File: config.mk
export PLATFORM = sky130hd
export DESIGN_NAME = hilo_muldiv_unit
export DESIGN_NICKNAME = d
export VERILOG_FILES = /design/src/rtl/hilo_muldiv_unit.sv
export SDC_FILE = /design/constraint.sdc
export NUM_CORES = 1
export LEC_CHECK = 0
export CAP_MARGIN = 40
export CORE_UTILIZATION = 60
export DETAILED_ROUTE_END_ITERATION = 6
export PLACE_DENSITY = 0.94
export RECOVER_POWER = 50
export SYNTH_ARGS = -nofsm -noshare
export SYNTH_HDL_FRONTEND = slang
export SYNTH_SLANG_ARGS = --single-unit
File: constraint.sdc
create_clock -name Clk -period 12.8 [get_ports Clk]
set_clock_uncertainty 0.05 [all_clocks]
set_input_delay 1.92 -clock Clk [delete_from_list [all_inputs] [get_ports Clk]]
set_output_delay 1.92 -clock Clk [all_outputs]
set_load 0.02 [all_outputs]
File: src/rtl/hilo_muldiv_unit.sv
// Iterative 32-cycle multiply/divide unit producing the {Hi,Lo} result for the
// HiLo write-back path, with MADD/MSUB accumulation and a pipeline stall request.
module hilo_muldiv_unit #(
  parameter int unsigned XLEN = 32
) (
  input  logic                Clk,
  input  logic                Rst,
  input  logic                Start,
  input  logic [2:0]          Op,
  input  logic [XLEN-1:0]     A,
  input  logic [XLEN-1:0]     B,
  input  logic [2*XLEN-1:0]   HiLoIn,
  output logic                Busy,
  output logic                Done,
  output logic [2*XLEN-1:0]   Result,
  output logic                DivByZero,
  output logic                Stall
);

  localparam int unsigned RW = 2 * XLEN;
  localparam int unsigned CW = 6;

  localparam logic [2:0] OP_MULT  = 3'b000;
  localparam logic [2:0] OP_MULTU = 3'b001;
  localparam logic [2:0] OP_DIV   = 3'b010;
  localparam logic [2:0] OP_DIVU  = 3'b011;
  localparam logic [2:0] OP_MADD  = 3'b100;
  localparam logic [2:0] OP_MSUB  = 3'b101;

  typedef enum logic [1:0] {
    S_IDLE  = 2'd0,
    S_RUN   = 2'd1,
    S_FIXUP = 2'd2,
    S_DONE  = 2'd3
  } state_e;

  state_e            state_q, state_d;
  logic [CW-1:0]     cnt_q, cnt_d;
  logic [2:0]        op_q, op_d;
  logic [XLEN-1:0]   a_q, a_d;
  logic [XLEN-1:0]   opnd_q, opnd_d;
  logic [RW-1:0]     acc_q, acc_d;
  logic [RW-1:0]     hilo_q, hilo_d;
  logic              neg_q, neg_d;
  logic              aneg_q, aneg_d;
  logic              bzero_q, bzero_d;
  logic [RW-1:0]     result_q, result_d;
  logic              dbz_q, dbz_d;
  logic              busy_q, busy_d;
  logic              done_q, done_d;

  // Operand decode at accept: signedness and magnitudes
  logic              op_valid_c;
  logic              in_signed_c;
  logic              in_div_c;
  logic [XLEN-1:0]   a_mag_c;
  logic [XLEN-1:0]   b_mag_c;

  assign op_valid_c  = (Op <= OP_MSUB);
  assign in_signed_c = (Op == OP_MULT) || (Op == OP_DIV) || (Op == OP_MADD) || (Op == OP_MSUB);
  assign in_div_c    = (Op == OP_DIV) || (Op == OP_DIVU);
  assign a_mag_c     = (in_signed_c && A[XLEN-1]) ? -A : A;
  assign b_mag_c     = (in_signed_c && B[XLEN-1]) ? -B : B;

  // One shift-add multiply step: acc holds {partial product hi, remaining multiplier}
  logic [XLEN:0]     mul_sum_c;
  logic [RW-1:0]     mul_next_c;

  assign mul_sum_c  = {1'b0, acc_q[RW-1:XLEN]} + (acc_q[0] ? {1'b0, opnd_q} : '0);
  assign mul_next_c = {mul_sum_c, acc_q[XLEN-1:1]};

  // One restoring divide step: acc holds {partial remainder, dividend/quotient bits}
  logic [XLEN:0]     rem_sh_c;
  logic [XLEN+1:0]   div_diff_c;
  logic [RW-1:0]     div_next_c;

  assign rem_sh_c   = acc_q[RW-1:XLEN-1];
  assign div_diff_c = {1'b0, rem_sh_c} - {2'b00, opnd_q};
  assign div_next_c = div_diff_c[XLEN+1] ? {rem_sh_c[XLEN-1:0], acc_q[XLEN-2:0], 1'b0}
                                         : {div_diff_c[XLEN-1:0], acc_q[XLEN-2:0], 1'b1};

  // Sign correction and accumulation applied in FIXUP
  logic              op_is_div_c;
  logic [RW-1:0]     sprod_c;
  logic [XLEN-1:0]   squot_c;
  logic [XLEN-1:0]   srem_c;
  logic [RW-1:0]     fix_result_c;

  assign op_is_div_c = (op_q == OP_DIV) || (op_q == OP_DIVU);
  assign sprod_c     = neg_q  ? -acc_q : acc_q;
  assign squot_c     = neg_q  ? -acc_q[XLEN-1:0]  : acc_q[XLEN-1:0];
  assign srem_c      = aneg_q ? -acc_q[RW-1:XLEN] : acc_q[RW-1:XLEN];

  always_comb begin
    case (op_q)
      OP_MADD:          fix_result_c = hilo_q + sprod_c;
      OP_MSUB:          fix_result_c = hilo_q - sprod_c;
      OP_DIV, OP_DIVU:  fix_result_c = bzero_q ? {a_q, {XLEN{1'b1}}} : {srem_c, squot_c};
      default:          fix_result_c = sprod_c;
    endcase
  end

  // Next-state and datapath control
  always_comb begin
    state_d  = state_q;
    cnt_d    = cnt_q;
    op_d     = op_q;
    a_d      = a_q;
    opnd_d   = opnd_q;
    acc_d    = acc_q;
    hilo_d   = hilo_q;
    neg_d    = neg_q;
    aneg_d   = aneg_q;
    bzero_d  = bzero_q;
    result_d = result_q;
    dbz_d    = dbz_q;

    case (state_q)
      S_IDLE: begin
        if (Start && op_valid_c) begin
          state_d = S_RUN;
          cnt_d   = '0;
          op_d    = Op;
          a_d     = A;
          hilo_d  = HiLoIn;
          opnd_d  = in_div_c ? b_mag_c : a_mag_c;
          acc_d   = {XLEN'(0), (in_div_c ? a_mag_c : b_mag_c)};
          neg_d   = in_signed_c && (A[XLEN-1] ^ B[XLEN-1]);
          aneg_d  = in_signed_c && A[XLEN-1];
          bzero_d = (B == '0);
        end
      end
      S_RUN: begin
        cnt_d = cnt_q + CW'(1);
        acc_d = op_is_div_c ? div_next_c : mul_next_c;
        if (cnt_q == CW'(XLEN - 1)) begin
          state_d = S_FIXUP;
        end
      end
      S_FIXUP: begin
        result_d = fix_result_c;
        dbz_d    = op_is_div_c && bzero_q;
        state_d  = S_DONE;
      end
      S_DONE: begin
        state_d = S_IDLE;
      end
      default: begin
        state_d = S_IDLE;
      end
    endcase

    busy_d = (state_d == S_RUN) || (state_d == S_FIXUP);
    done_d = (state_d == S_DONE);
  end

  always_ff @(posedge Clk or posedge Rst) begin
    if (Rst) begin
      state_q  <= S_IDLE;
      cnt_q    <= '0;
      op_q     <= '0;
      a_q      <= '0;
      opnd_q   <= '0;
      acc_q    <= '0;
      hilo_q   <= '0;
      neg_q    <= 1'b0;
      aneg_q   <= 1'b0;
      bzero_q  <= 1'b0;
      result_q <= '0;
      dbz_q    <= 1'b0;
      busy_q   <= 1'b0;
      done_q   <= 1'b0;
    end else begin
      state_q  <= state_d;
      cnt_q    <= cnt_d;
      op_q     <= op_d;
      a_q      <= a_d;
      opnd_q   <= opnd_d;
      acc_q    <= acc_d;
      hilo_q   <= hilo_d;
      neg_q    <= neg_d;
      aneg_q   <= aneg_d;
      bzero_q  <= bzero_d;
      result_q <= result_d;
      dbz_q    <= dbz_d;
      busy_q   <= busy_d;
      done_q   <= done_d;
    end
  end

  assign Busy      = busy_q;
  assign Done      = done_q;
  assign Result    = result_q;
  assign DivByZero = dbz_q;
  // Stall covers the request cycle itself so the pipeline freezes on the accepting edge
  assign Stall     = ((state_q == S_IDLE) && Start) || (state_q == S_RUN) || (state_q == S_FIXUP);

endmodule

Figure 1. Signal metal coverage by tile.
Scale: 2 px per micron. The die is cut into 21 by 21 equal tiles; white is low, dark blue is high, scaled to the fullest tile. Values are wire area over tile area, all layers added.
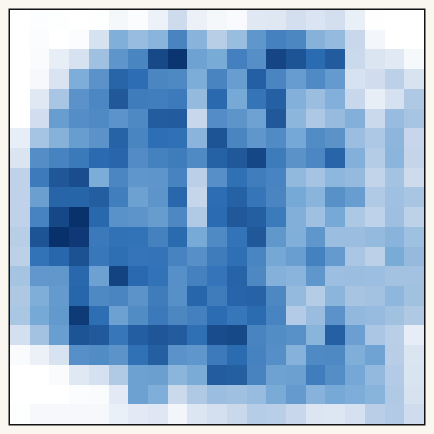
tiles over half the peak: 52%
mean over tiles: 0.35
nearly empty tiles: 5.7%
DRT Wirelength: 84500 microns
DR vias: 26184
wire per inst: 21.4 microns
overall fraction of global-route tracks in use: 39.1%

Figure 2. The metal 4 layer.
Scale: 2 px per micron. Supply wires on this layer in gray.
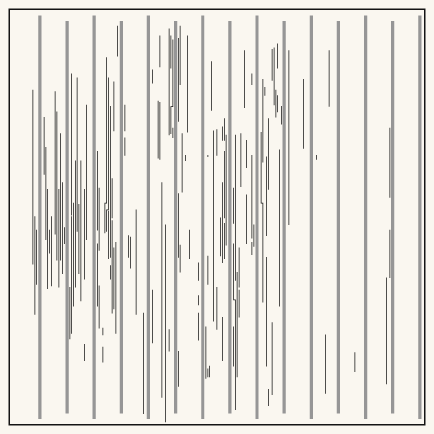
nets with wire on the layer: 107
main direction: vertical
wire length on this layer: 4270 microns
share of all routed wire: 5.1%

==> tab_implementation.tex <==
% Auto-generated results table
\begin{tabular}{lr}
\hline
Metric & Value \\
\hline
\multicolumn{2}{l}{\textbf{Clocking}} \\
Clock latency on the worst-skew pair & 0.60 ns \\
Post-CTS setup buffer count & 0 \\
Maximum count of clock buffers along a single path & 3 \\
Clock sink count & 273 \\
Clock Tree Root & clkbuf\_16 \\
Post-cts sizing count & 0 \\
\# hold bufs at CTS & 0 \\
Clock-pin slew reported for the worst setup and hold paths after clock tree synthesis & 0.06 ns \\
Maximum level of the CTS H-tree & 1 \\
Clock tree from TritonCTS & done \\
Inserted Clock Buffers & 30 \\
\multicolumn{2}{l}{\textbf{Yosys}} \\
Cell type with the largest total area & dfrtp\_1 \\
Netlist Area Pre-Place & 25200 sq um \\
Main area contributors & dfrtp\_1 (27\%), nand2\_1 (9.2\%), ha\_1 (6.6\%) \\
Number of flops mapped to enable cells by yosys & 0 \\
Commonest cells post-synth & nand2\_1 (616), nor2\_1 (291), dfrtp\_1 (273) \\
Synthesized flop and latch total & 273 \\
Synth warnings & 0 \\
Library cells used by synthesis & 89 \\
Yosys cell count & 3362 \\
Async SR Flop Fraction & 100\% \\
Gate count of the mapped netlist & 3362 \\
Sequential share of the synthesized area & 27.1\% \\
Area leader share & 27.1\% \\
Synthesized area divided by synthesized cell count & 7.50 sq um \\
Post-synth area from yosys stat & 25200 sq um \\
Main flop type & dfrtp\_1 \\
Net count after synthesis & 3632 \\
Most instantiated library cell after synthesis & nand2\_1 \\
\multicolumn{2}{l}{\textbf{Finish}} \\
Logic area & 17100 sq um \\
Top logic cells by instance count in the layout & nand2\_1 (616), nor2\_1 (291), dfrtp\_1 (270) \\
Post-layout util & 68.9\% \\
Non-filler cells, final & 3954 \\
Area overhead of the layout relative to synthesis & 12.4\% \\
Count of nets after finishing & 3669 \\
Proportion of layout cells with a drive suffix above 1 & 4.27\% \\
Count of antenna diodes in the layout & 0 \\
Finished Cell Area & 28300 sq um \\
Most used logic cell in the final layout & nand2\_1 \\
Fill cell total of the finished layout & 3372 \\
Storage element area & 6840 sq um \\
\multicolumn{2}{l}{\textbf{STA}} \\
Final Cycle Share & 65.6\% \\
Final Max-Slew Violation Tally & 360 \\
Worst hold slack after final layout & 0.433 ns \\
Shortest clock period the worst path allows after layout & 8.39 ns \\
Final setup fails & 0 \\
Minimum setup slack in the final design & 4.41 ns \\
Setup TNS & 0 ns \\
Unrepaired setup endpoints after global routing & no \\
Count of endpoints failing hold in the final timing report & 0 \\
Max-slew headroom at the worst pin & -341\% \\
Highest attainable clock frequency & 0.119 GHz \\
Worst-margin pin slew & 6.61 ns \\
\multicolumn{2}{l}{\textbf{Worst setup path}} \\
Largest stage delay, worst path & 4.58 ns \\
Kind of capture point of the worst setup path & asynchronous set/reset pin \\
Worst setup path startpoint & Rst \\
Highest-delay cell along the critical path & clkbuf\_1 \\
Worst r2r dst & Result[61] \\
CP startpoint kind & input pin \\
Arrival time of data at the critical path endpoint & 7.42 ns \\
Critical path class & in2async \\
FF-to-FF setup slack & 5.24 ns \\
Depth of the most critical reg-to-reg path & 21 \\
Critical Path Fanout Max & 122 \\
Cell-by-cell listing of the critical path & dlygate4sd3\_1, clkinvlp\_2, clkbuf\_1 \\
Required time of the worst setup path & 11.83 ns \\
Critical path buffers and inverters & 3 \\
Startpoint of the lowest-slack register-to-register path & acc\_q[24] \\
Delay-heaviest family, CP & buffers and inverters \\
\multicolumn{2}{l}{\textbf{Placement}} \\
Post-detailed-placement cell area & 27300 sq um \\
Worst-case setup slack after placement & 5.56 ns \\
Count of buffers from port buffering & 201 \\
Final estimated routing congestion in global placement & 1.03 \\
HPWL after DPL & 62000 microns \\
Placed cells & 3899 \\
\multicolumn{2}{l}{\textbf{Power and ir drop}} \\
Reg power frac & 19.1\% \\
Post-route total power & 8.42 mW \\
Part of the power in the clock network & 11.2\% \\
Leakage power summed over all cells & 12.4 nW \\
Sequential Power & 1.61 mW \\
Clock group & 0.941 mW \\
Cell area power density & 297 nW/um\^{}2 \\
IR drop worst, VDD & 0.143 mV \\
Biggest power consumer among the groups & combinational logic \\
Net switching power of the design & 4.36 mW \\
Cell Int Power & 4.05 mW \\
Power in combinational cells & 5.87 mW \\
Combinational cell fraction of total power & 69.7\% \\
Sw frac & 51.9\% \\
\multicolumn{2}{l}{\textbf{Floorplan}} \\
Chip Height & 207 microns \\
Die width & 207 microns \\
Core ar. & 41100 sq um \\
Die Size & 42800 sq um \\
Ports & 202 \\
Number of cell rows & 74 \\
FP Util & 61.3\% \\
\multicolumn{2}{l}{\textbf{Global routing}} \\
Met1 usage in global routing & 54.6\% \\
Largest net degree at the start of global routing & 161 \\
GRT met2 Usage & 58.0\% \\
Global route total overflow & 0 \\
Initial antenna violation count & 2 \\
Met3 usage & 7.63\% \\
Most used routing layer & met2 \\
First-pass GRT wire length & 131000 microns \\
Vias in the first global route & 23981 \\
\multicolumn{2}{l}{\textbf{Detailed routing}} \\
1st-pass router iterations & 7 \\
ANT nets after route & 0 \\
DRC violation count after routing & 26 \\
Via count normalized by instance count & 6.62 \\
Initial drt markers & 3357 \\
\multicolumn{2}{l}{\textbf{Run status}} \\
Violations in the final reports & DRC, capacitance limit, slew limit \\
Status & finished with violations \\
\multicolumn{2}{l}{\textbf{Hold path}} \\
Worst Hold Endpoint & a\_q[13] \\
Hold Crit Class & reg2reg \\
Number of cells traversed by the worst hold path & 2 \\
Hold path startpoint & a\_q[13] \\
\multicolumn{2}{l}{\textbf{Flow run}} \\
OpenROAD warning count & 33 \\
Max-cap viol count & 5 \\
\hline
\end{tabular}
Figure 3. Layout detail.
Region (88, 47) to (118, 77) microns. Cells in gray, sequential cells in the stronger gray; small squares are vias.
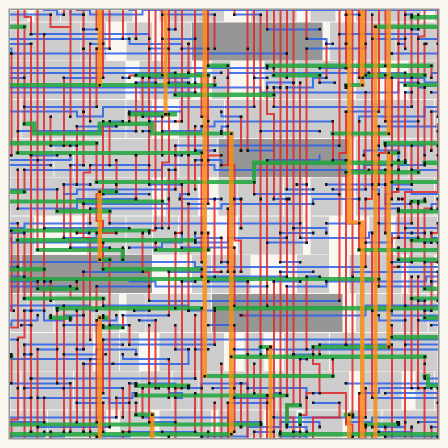
| layer | color |
|---|---|
| met4 | orange |
| met1 | blue |
| met3 | green |
| met2 | red |
cells with their middle in the window: 89
most frequent: ha_1 (8)
sequential cells in the window: 4
netlist names of flops here include: acc_q (4)

==> worst max path at each step <==
stage,endpoint,slack (ns),depth (start not counted)
after floorplan,Busy,3.31,1
after CTS,Result[61],5.46,23
final,a_q[17],4.41,3
after global placement,Result[61],5.06,23
after detailed placement,Result[61],5.56,23
after global routing,acc_q[62],3.17,3
==> registers in the layout, summed over array words and instances (netlist names), 2 cells and up <==
name     cells
cnt_q        6
op_q         3
a_q         32
Result      64
opnd_q      32
acc_q       64
hilo_q      64
state_q      2
==> worst register-to-register path, cell delays in order (launching register included) <==
cell	delay (ns)
dfrtp_1	0.57
nor4_1	0.63
nand3_1	0.78
or3_1	0.80
o21ai_1	0.24
xor2_1	0.45
nand3_2	0.21
nor4_1	0.53
nor2_1	0.10
xnor2_1	0.24
ha_1	0.38
a21o_1	0.20
a21o_1	0.18
a211o_1	0.29
a21o_1	0.19
a21o_1	0.18
or3b_2	0.44
a41oi_1	0.31
nor2_1	0.13
a31oi_1	0.23
xor2_1	0.20
o22ai_1	0.10
==> logic make-up (layout without fill, tap and decap cells) <==
logic type,count (synthesis),after routing,share of synthesized area [%]
and+or+nand+nor,1256,1256,22.3
AOI/OAI and AO/OA,997,997,25.4
buffers and inverters,331,391,5.24
xor gates and xnor gates,325,325,11.4
DFF,273,273,27.1
adders and majority gates,136,136,6.84
muxes,44,44,1.77
==> final cells by class <==
class	instances	share of cell area, %
inverters	99	1.32
clock inverters	16	0.747
flip-flops and latches	273	24.1
clock buffers	39	2.98
repair buffers	237	8.16
multi-input cells	2758	60.3
well taps	532	2.35
==> routing by layer <==
layer,share of wire (%),vias to the layer above
li1,-,11992
met1,41,12175
met2,42,1745
met3,12,268
met4,5.1,4
met5,0.027,-
Power is estimated from default activity; no workload was simulated.
